--- src/rtl/instr_fetch_sequencer.sv ---
// instr_fetch_sequencer: program sequencer feeding the 8-bit control unit.
// Holds a writable instruction memory, steps a program counter and issues one
// instruction at a time over a valid/ready handshake. Opcode 4'hF halts.
// Optional feature macro: INSTR_FETCH_JUMP_EN. When it is defined, opcode 4'hE
// is a local jump (pc <= low bits of the word) and is never issued.
//
// Handshake: instr_valid rises with instruction when a word leaves FETCH; both
// hold stable until a rising edge with ctrl_ready=1, which completes the
// transfer. instr_valid only drops on a handshake or on reset.
module instr_fetch_sequencer #(
  parameter int ADDR_W = 4
) (
  input  logic              clk,
  input  logic              rst_n,
  input  logic              load_en,
  input  logic [ADDR_W-1:0] load_addr,
  input  logic [7:0]        load_data,
  input  logic              start,
  input  logic              ctrl_ready,
  output logic [7:0]        instruction,
  output logic              instr_valid,
  output logic [ADDR_W-1:0] pc,
  output logic              busy,
  output logic              halted
);

  localparam int DEPTH = 1 << ADDR_W;

  typedef enum logic [1:0] {
    IDLE  = 2'd0,
    FETCH = 2'd1,
    ISSUE = 2'd2,
    HALT  = 2'd3
  } state_t;

  state_t            state;
  state_t            state_next;
  logic [7:0]        mem [DEPTH];
  logic [7:0]        fetch_word;
  logic [ADDR_W-1:0] pc_next;
  logic [7:0]        instr_next;
  logic              valid_next;
  logic              mem_we;

  assign fetch_word = mem[pc];

  // Next-state, next-pc and issue decode; writes only allowed while parked.
  always_comb begin
    state_next = state;
    pc_next    = pc;
    instr_next = instruction;
    valid_next = instr_valid;
    mem_we     = 1'b0;
    case (state)
      IDLE, HALT: begin
        mem_we = load_en;
        if (start) begin
          pc_next    = '0;
          state_next = FETCH;
        end
      end
      FETCH: begin
        if (fetch_word[7:4] == 4'hF) begin
          state_next = HALT;
        end
`ifdef INSTR_FETCH_JUMP_EN
        else if (fetch_word[7:4] == 4'hE) begin
          pc_next = fetch_word[ADDR_W-1:0];
        end
`endif
        else begin
          instr_next = fetch_word;
          valid_next = 1'b1;
          pc_next    = pc + 1'b1;
          state_next = ISSUE;
        end
      end
      ISSUE: begin
        if (ctrl_ready) begin
          valid_next = 1'b0;
          state_next = FETCH;
        end
      end
      default: state_next = IDLE;
    endcase
  end

  // State and output registers; memory contents survive reset.
  always_ff @(posedge clk or negedge rst_n) begin
    if (!rst_n) begin
      state       <= IDLE;
      pc          <= '0;
      instruction <= 8'h00;
      instr_valid <= 1'b0;
    end else begin
      state       <= state_next;
      pc          <= pc_next;
      instruction <= instr_next;
      instr_valid <= valid_next;
    end
  end

  // Instruction memory write port (no reset on the array).
  always_ff @(posedge clk) begin
    if (mem_we) begin
      mem[load_addr] <= load_data;
    end
  end

  // Status flags are pure decodes of the registered state.
  always_comb begin
    busy   = (state == FETCH) || (state == ISSUE);
    halted = (state == HALT);
  end

endmodule

--- config.mk ---
export PLATFORM = sky130hd
export DESIGN_NAME = instr_fetch_sequencer
export DESIGN_NICKNAME = d
export VERILOG_FILES = /design/src/rtl/instr_fetch_sequencer.sv
export SDC_FILE = /design/constraint.sdc
export NUM_CORES = 1
export LEC_CHECK = 0
export ABC_AREA = 1
export ABC_CLOCK_PERIOD_IN_PS = 5050
export CAP_MARGIN = 20
export CELL_PAD_IN_SITES_DETAIL_PLACEMENT = 1
export CELL_PAD_IN_SITES_GLOBAL_PLACEMENT = 2
export CORE_ASPECT_RATIO = 1.1
export CORE_MARGIN = 4
export CORE_UTILIZATION = 43
export DETAILED_ROUTE_END_ITERATION = 8
export HOLD_SLACK_MARGIN = 0.08
export PLACE_DENSITY = 0.8
export SLEW_MARGIN = 30
export SYNTH_ARGS = -nofsm -noshare
export SYNTH_HDL_FRONTEND = slang
export SYNTH_SLANG_ARGS = --single-unit
--- constraint.sdc ---
create_clock -name clk -period 5.05 [get_ports clk]
set_input_delay 1.01 -clock clk [delete_from_list [all_inputs] [get_ports clk]]
set_output_delay 1.01 -clock clk [all_outputs]
set_load 0.02 [all_outputs]
==> run_1/closeup.png <==
Window x 80 to 100, y 88 to 108 um. Cells in grey, sequential cells in the stronger grey; small squares are vias.
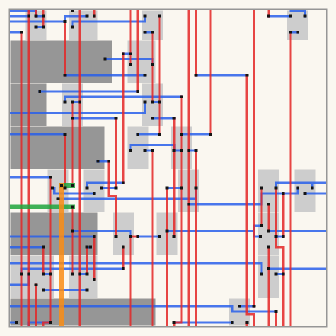
layer	colour
M1	blue
M4	orange
M2	red
M3	green
netlist names of flops here include	mem (4)
most frequent	nand2_1 (14), edfxtp_1 (4), nor2_1 (3)
cells with their middle in the window	25
sequential cells in the window	4

==> run_1/placed.png <==
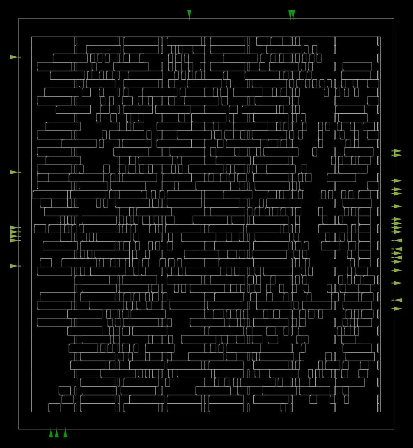
register share of the cell area: 59.85%
sequential cells: 143
Cell Rows: 44

==> run_1/pinout.png <==
The bar under the picture is 20 um long. Pins as bars across the die edge, other pins in grey.
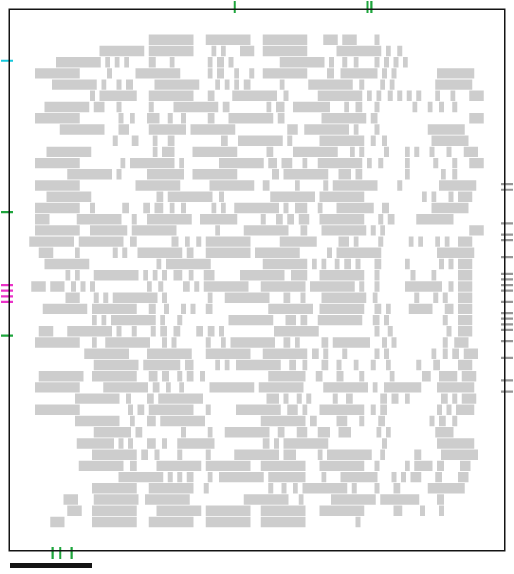
port	colour	pins	direction	edge
load_addr	magenta	4	input	west
load_data	green	8	input	3 south, 3 north, 2 west
clk	cyan	1	input	west
all pins by edge	19 east, 7 west, 3 south, 3 north

==> summary.txt, run 1 <==
run results: core box area=13320 sq um, Largest regs=mem x128, instruction x8, pc x4, Biggest Area Class=flip-flops and latches, r2r setup slk=2.53 ns, flip-flops with a built-in enable=128, Clock Path Buffers=2, logic share of the area=20.90%, Finished Layout Cells=744, Pwr Density=552.2 nW/um^2, Reg-to-Reg Start=pc[0]$_DFFE_PN0P_, # IOs=32, Ys Warns=0, CP startpoint kind=flip-flop, CTS tree=done, Finished Cell Area=7052 sq um, peak supply drop=272.7 uV, area delta synth->final=19.28%, Final Power=3894 uW, dpl hpwl=9981 um, Die Wd=119.8 um, Tmin final=3.147 ns, Total Wirelength=15760 um, GRT busiest layer=met2, met2 global-route usage=37.70%, pre-CTS WS=2.185 ns, die height=131.0 um, WL/cell=21.18 um, most common cell in the netlist=nand2_1, most frequent cells in the layout=140 x nand2_1, 128 x edfxtp_1, 78 x nor2_1, 41 x o21ai_0, 31 x clkdlybuf4s50_1, Final WS setup=1.903 ns, comb area leader=simple AND/OR/NAND/NOR gates, FP Core Util=44.37%, DRT met1 WL=6805 um, Synth mux share=0%, P_comb=997 uW, LEAKAGE=0.002588 uW, Synth flops=143, CLK BUF=17, run status=finished clean, Critical Path AT=2.14 ns, HP Class=flip-flop to flip-flop, Hold Buf Count CTS=0, grt met1 use=26.47%, Slew Limit Fails=0, period utilization=62.31%, CTS Buf Count=17, NetSw=1200 uW, largest net degree at the start of global routing=74, crit path kind=flip-flop to output pin, CP delay by family, top=buffers and inverters, XOR Share, Synth=0%, Cells on Worst Hold Path=2, Required @ worst endpoint=4.04 ns, asr flop ratio synth=10.49%, Cell Type Count=26, synthesized instance count=519, register area share after synthesis=71.37%, Signal buffers=34, Avg Cell Area, Syn=11.39 sq um, cell area after synthesis=5912 sq um, Max Cap Violations=0, skew final=0.005329 ns, top cells, area=edfxtp_1 65%, nand2_1 8.9%, dfrtp_1 6.3%, f_max=0.3178 GHz, CP Capture Type=output pin, Worst Hold Launch=instr_valid$_DFFE_PN0P_, Final non-clock buffer share=4.720%, worst setup path startpoint=pc[0]$_DFFE_PN0P_, instance count on the critical path=2, Adders+Majority by Area=0.8466%, met3 usage=4.477%, endpoints failing setup=0, mi-comb count=326, commonest non-fill, non-tap cell in the layout=nand2_1, Remaining DRCs=0
==> run_1/util_map.png <==
12 x 13 tiles, from white (low) to dark blue (high), 0 to 100% covered.
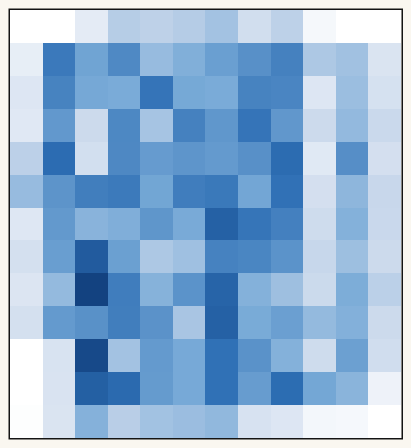

==> run 2: changes to the inputs <==
- ABC_CLOCK_PERIOD_IN_PS: 5050 -> 2900
- CORE_UTILIZATION: 43 -> 40
- PLACE_DENSITY: 0.8 -> 0.75
- clock period: 5.05 -> 2.9 ns (I/O delays scaled with it)
==> run_2/util_map.png <==
12 x 14 tiles, from white (low) to dark blue (high), 0 to 100% covered.
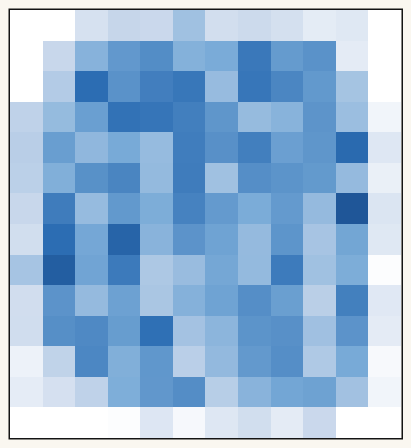
tiles over 75% full	3.6%
fullest tile	85%
nearly empty tiles	8.3%
mean over tiles	41%

==> summary.txt, run 2 <==
run results: worst setup path startpoint=state[0]$_DFFE_PN0P_ (was pc[0]$_DFFE_PN0P_), Ys Warns=0 (unchanged), Hold Buf Count CTS=0 (unchanged), CP startpoint kind=flip-flop (unchanged), Cells on Worst Hold Path=2 (unchanged), register area share after synthesis=71.37% (unchanged), core box area=14450 sq um (was 13320 sq um), # IOs=32 (unchanged), Clock Path Buffers=2 (unchanged), skew final=0.004634 ns (was 0.005329 ns), FP Core Util=40.92% (was 44.37%), asr flop ratio synth=10.49% (unchanged), pre-CTS WS=0.5612 ns (was 2.185 ns), CLK BUF=20 (was 17), endpoints failing setup=0 (unchanged), Final non-clock buffer share=6.899% (was 4.720%), Final WS setup=0.4295 ns (was 1.903 ns), flip-flops with a built-in enable=128 (unchanged), Finished Layout Cells=773 (was 744), register share of the cell area=58.76% (was 59.85%), comb area leader=simple AND/OR/NAND/NOR gates (unchanged), Worst Hold Launch=instr_valid$_DFFE_PN0P_ (unchanged), met3 usage=4.428% (was 4.477%), Critical Path AT=1.89 ns (was 2.14 ns), GRT busiest layer=met2 (unchanged), run status=finished clean (unchanged), HP Class=flip-flop to flip-flop (unchanged), grt met1 use=25.09% (was 26.47%), synthesized instance count=519 (unchanged), Slew Limit Fails=0 (unchanged), met2 global-route usage=34.27% (was 37.70%), Required @ worst endpoint=2.32 ns (was 4.04 ns), XOR Share, Synth=0% (unchanged), P_comb=1730 uW (was 997 uW), Tmin final=2.471 ns, Pwr Density=924.4 nW/um^2 (was 552.2 nW/um^2), r2r setup slk=0.59 ns (was 2.53 ns), most frequent cells in the layout=140 x nand2_1, 128 x edfxtp_1, 78 x nor2_1, 41 x o21ai_0, 31 x clkdlybuf4s50_1 (unchanged), Die Wd=123.9 um (was 119.8 um), Biggest Area Class=flip-flops and latches (unchanged), DRT met1 WL=6536 um (was 6805 um), Adders+Majority by Area=0.8466% (unchanged), die height=135.5 um (was 131.0 um), CP Capture Type=output pin (unchanged), cell area after synthesis=5912 sq um (unchanged), f_max=0.4048 GHz, CP delay by family, top=buffers and inverters (unchanged), WL/cell=20.18 um (was 21.18 um), period utilization=85.19%, Total Wirelength=15600 um (was 15760 um), peak supply drop=371.3 uV (was 272.7 uV), Max Cap Violations=0 (unchanged), CTS Buf Count=17 (unchanged), Reg-to-Reg Start=pc[0]$_DFFE_PN0P_ (unchanged), instance count on the critical path=4 (was 2), NetSw=2075 uW (was 1200 uW), most common cell in the netlist=nand2_1 (unchanged), Synth flops=143 (unchanged), Remaining DRCs=0 (unchanged), Cell Type Count=26 (unchanged), area delta synth->final=21.48% (was 19.28%), dpl hpwl=10170 um (was 9981 um)
==> run_2/closeup.png <==
Window x 83 to 103, y 92 to 112 um. Cells in grey, sequential cells in the stronger grey; small squares are vias.
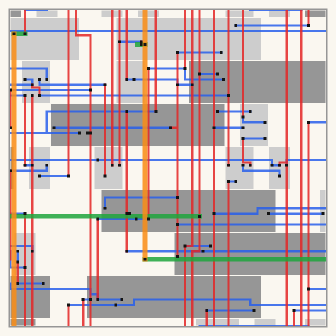

==> run 3: changes to the inputs <==
- ABC_AREA: 1 -> unset
- CAP_MARGIN: 20 -> unset
- CORE_MARGIN: 4 -> unset
- CORE_UTILIZATION: 40 -> 46
==> run_3/closeup.png <==
Window x 72 to 92, y 80 to 100 um. Cells in grey, sequential cells in the stronger grey; small squares are vias.
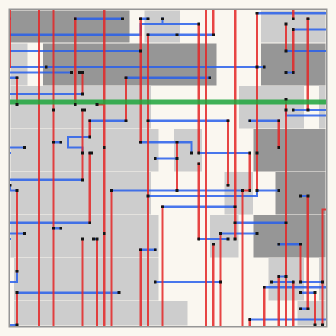
layer	colour
M2	red
M1	blue
M3	green
cells with their middle in the window	17
netlist names of flops here include	mem (2)
most frequent	mux4_1 (3), nand3_1 (3)
sequential cells in the window	2

==> summary.txt, run 3 <==
run results: run status=finished clean (unchanged), DRT met1 WL=5114 um (was 6536 um), Cell Type Count=34 (was 26), Finished Cell Area=7092 sq um (was 7182 sq um), met3 usage=4.997% (was 4.428%), Slew Limit Fails=0 (unchanged), mi-comb count=122 (was 326), Top Metal Used=met4 (unchanged), CTS tree=done (unchanged), Tmin final=2.610 ns (was 2.471 ns), switch share=25.37% (was 31.26%), Worst Hold Launch=instruction[5]$_DFFE_PN0P_ (was instr_valid$_DFFE_PN0P_), Finished Layout Cells=516 (was 773), # IOs=32 (unchanged), Cell Rows=42 (was 46), flip-flops with a built-in enable=128 (unchanged), CP startpoint kind=flip-flop (unchanged), period utilization=89.98% (was 85.19%), top cells, area=edfxtp_1 66%, mux4_1 14%, dfrtp_1 6.5% (was edfxtp_1 65%, nand2_1 8.9%, dfrtp_1 6.3%), HP Class=flip-flop to flip-flop (unchanged), instance count on the critical path=7 (was 4), core box area=12190 sq um (was 14450 sq um), worst setup path startpoint=pc[0]$_DFFE_PN0P_ (was state[0]$_DFFE_PN0P_), commonest non-fill, non-tap cell in the layout=edfxtp_1 (was nand2_1), Crit path buffers/inverters=1 (was 3), Total Wirelength=12540 um (was 15600 um), Synth flops=143 (unchanged), asr flop ratio synth=10.49% (unchanged), die height=119.8 um (was 135.5 um), logic share of the area=20.64% (was 20.52%), Hold Buf Count CTS=0 (unchanged), most common cell in the netlist=edfxtp_1 (was nand2_1), Adders+Majority by Area=0.8621% (was 0.8466%), Rel. slew slack=53.37% (was 48.05%), Max Cap Violations=0 (unchanged), skew final=0.008808 ns (was 0.004634 ns), peak supply drop=460.6 uV (was 371.3 uV), Avg Cell Area, Syn=20.44 sq um (was 11.39 sq um), Remaining DRCs=0 (unchanged), Pwr Density=915.1 nW/um^2 (was 924.4 nW/um^2), XOR Share, Synth=0% (unchanged), cell area after synthesis=5806 sq um (was 5912 sq um), grt met1 use=26.85% (was 25.09%), Ys Warns=0 (unchanged), area delta synth->final=22.16% (was 21.48%), NetSw=1647 uW (was 2075 uW), crit path kind=flip-flop to flip-flop (was flip-flop to output pin), # resized after CTS=0 (unchanged), comb area leader=multiplexers (was simple AND/OR/NAND/NOR gates), Largest regs=mem x128, instruction x8, pc x4 (unchanged), register area share after synthesis=72.67% (was 71.37%), Clock Path Buffers=2 (unchanged), Final non-clock buffer share=7.339% (was 6.899%), Signal buffers=59 (was 54), Required @ worst endpoint=3.18 ns (was 2.32 ns), CP Capture Type=flip-flop (was output pin), r2r setup slk=0.29 ns (was 0.59 ns), inverters=6 (was 26), FP Core Util=47.62% (was 40.92%), Final WS setup=0.2905 ns (was 0.4295 ns), sequential cells=143 (unchanged), crit path to=instruction[6]$_DFFE_PN0P_ (was busy), GRT busiest layer=met2 (unchanged), synthesized instance count=284 (was 519), CP delay by family, top=multiplexers (was buffers and inverters), Final Power=6490 uW (was 6639 uW), met2 global-route usage=35.81% (was 34.27%), CLK BUF=17 (was 20), pre-CTS WS=0.2990 ns (was 0.5612 ns), dpl hpwl=8431 um (was 10170 um), CTS Buf Count=17 (unchanged), LEAKAGE=0.002450 uW (was 0.002680 uW), Biggest Area Class=flip-flops and latches (unchanged), Critical Path AT=2.89 ns (was 1.89 ns), Reg-to-Reg Start=pc[0]$_DFFE_PN0P_ (unchanged), largest net degree at the start of global routing=20 (was 74), Synth mux share=17.26% (was 0%), WL/cell=24.29 um (was 20.18 um), P_comb=1510 uW (was 1730 uW), f_max=0.3832 GHz (was 0.4048 GHz)

==> screenshots <==
Cell sizes after repair.
image #1
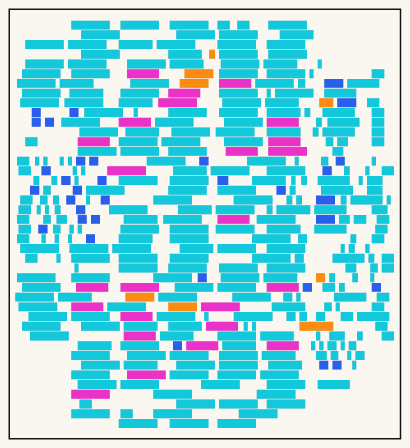
image #2
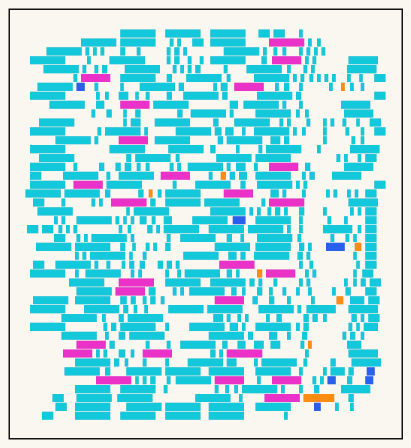
image #3
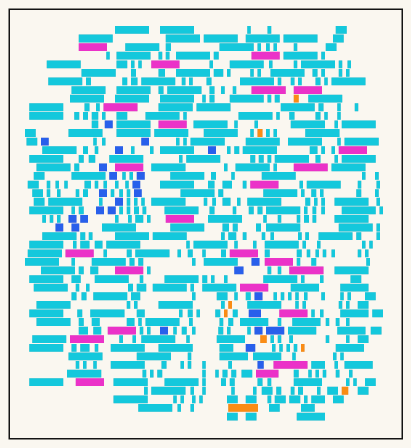
Of these, fewest cells: image #1
run 1: image #2
run 2: image #3
run 3: image #1

Key to image #3:
size	colour	cells	share
x6 and larger	magenta	24	4.1%
x1 and smaller	cyan	522	90%
x3 and x4	blue	27	4.6%
x2	orange	8	1.4%

No activity file was given, so power comes from the tool's default toggle rates.
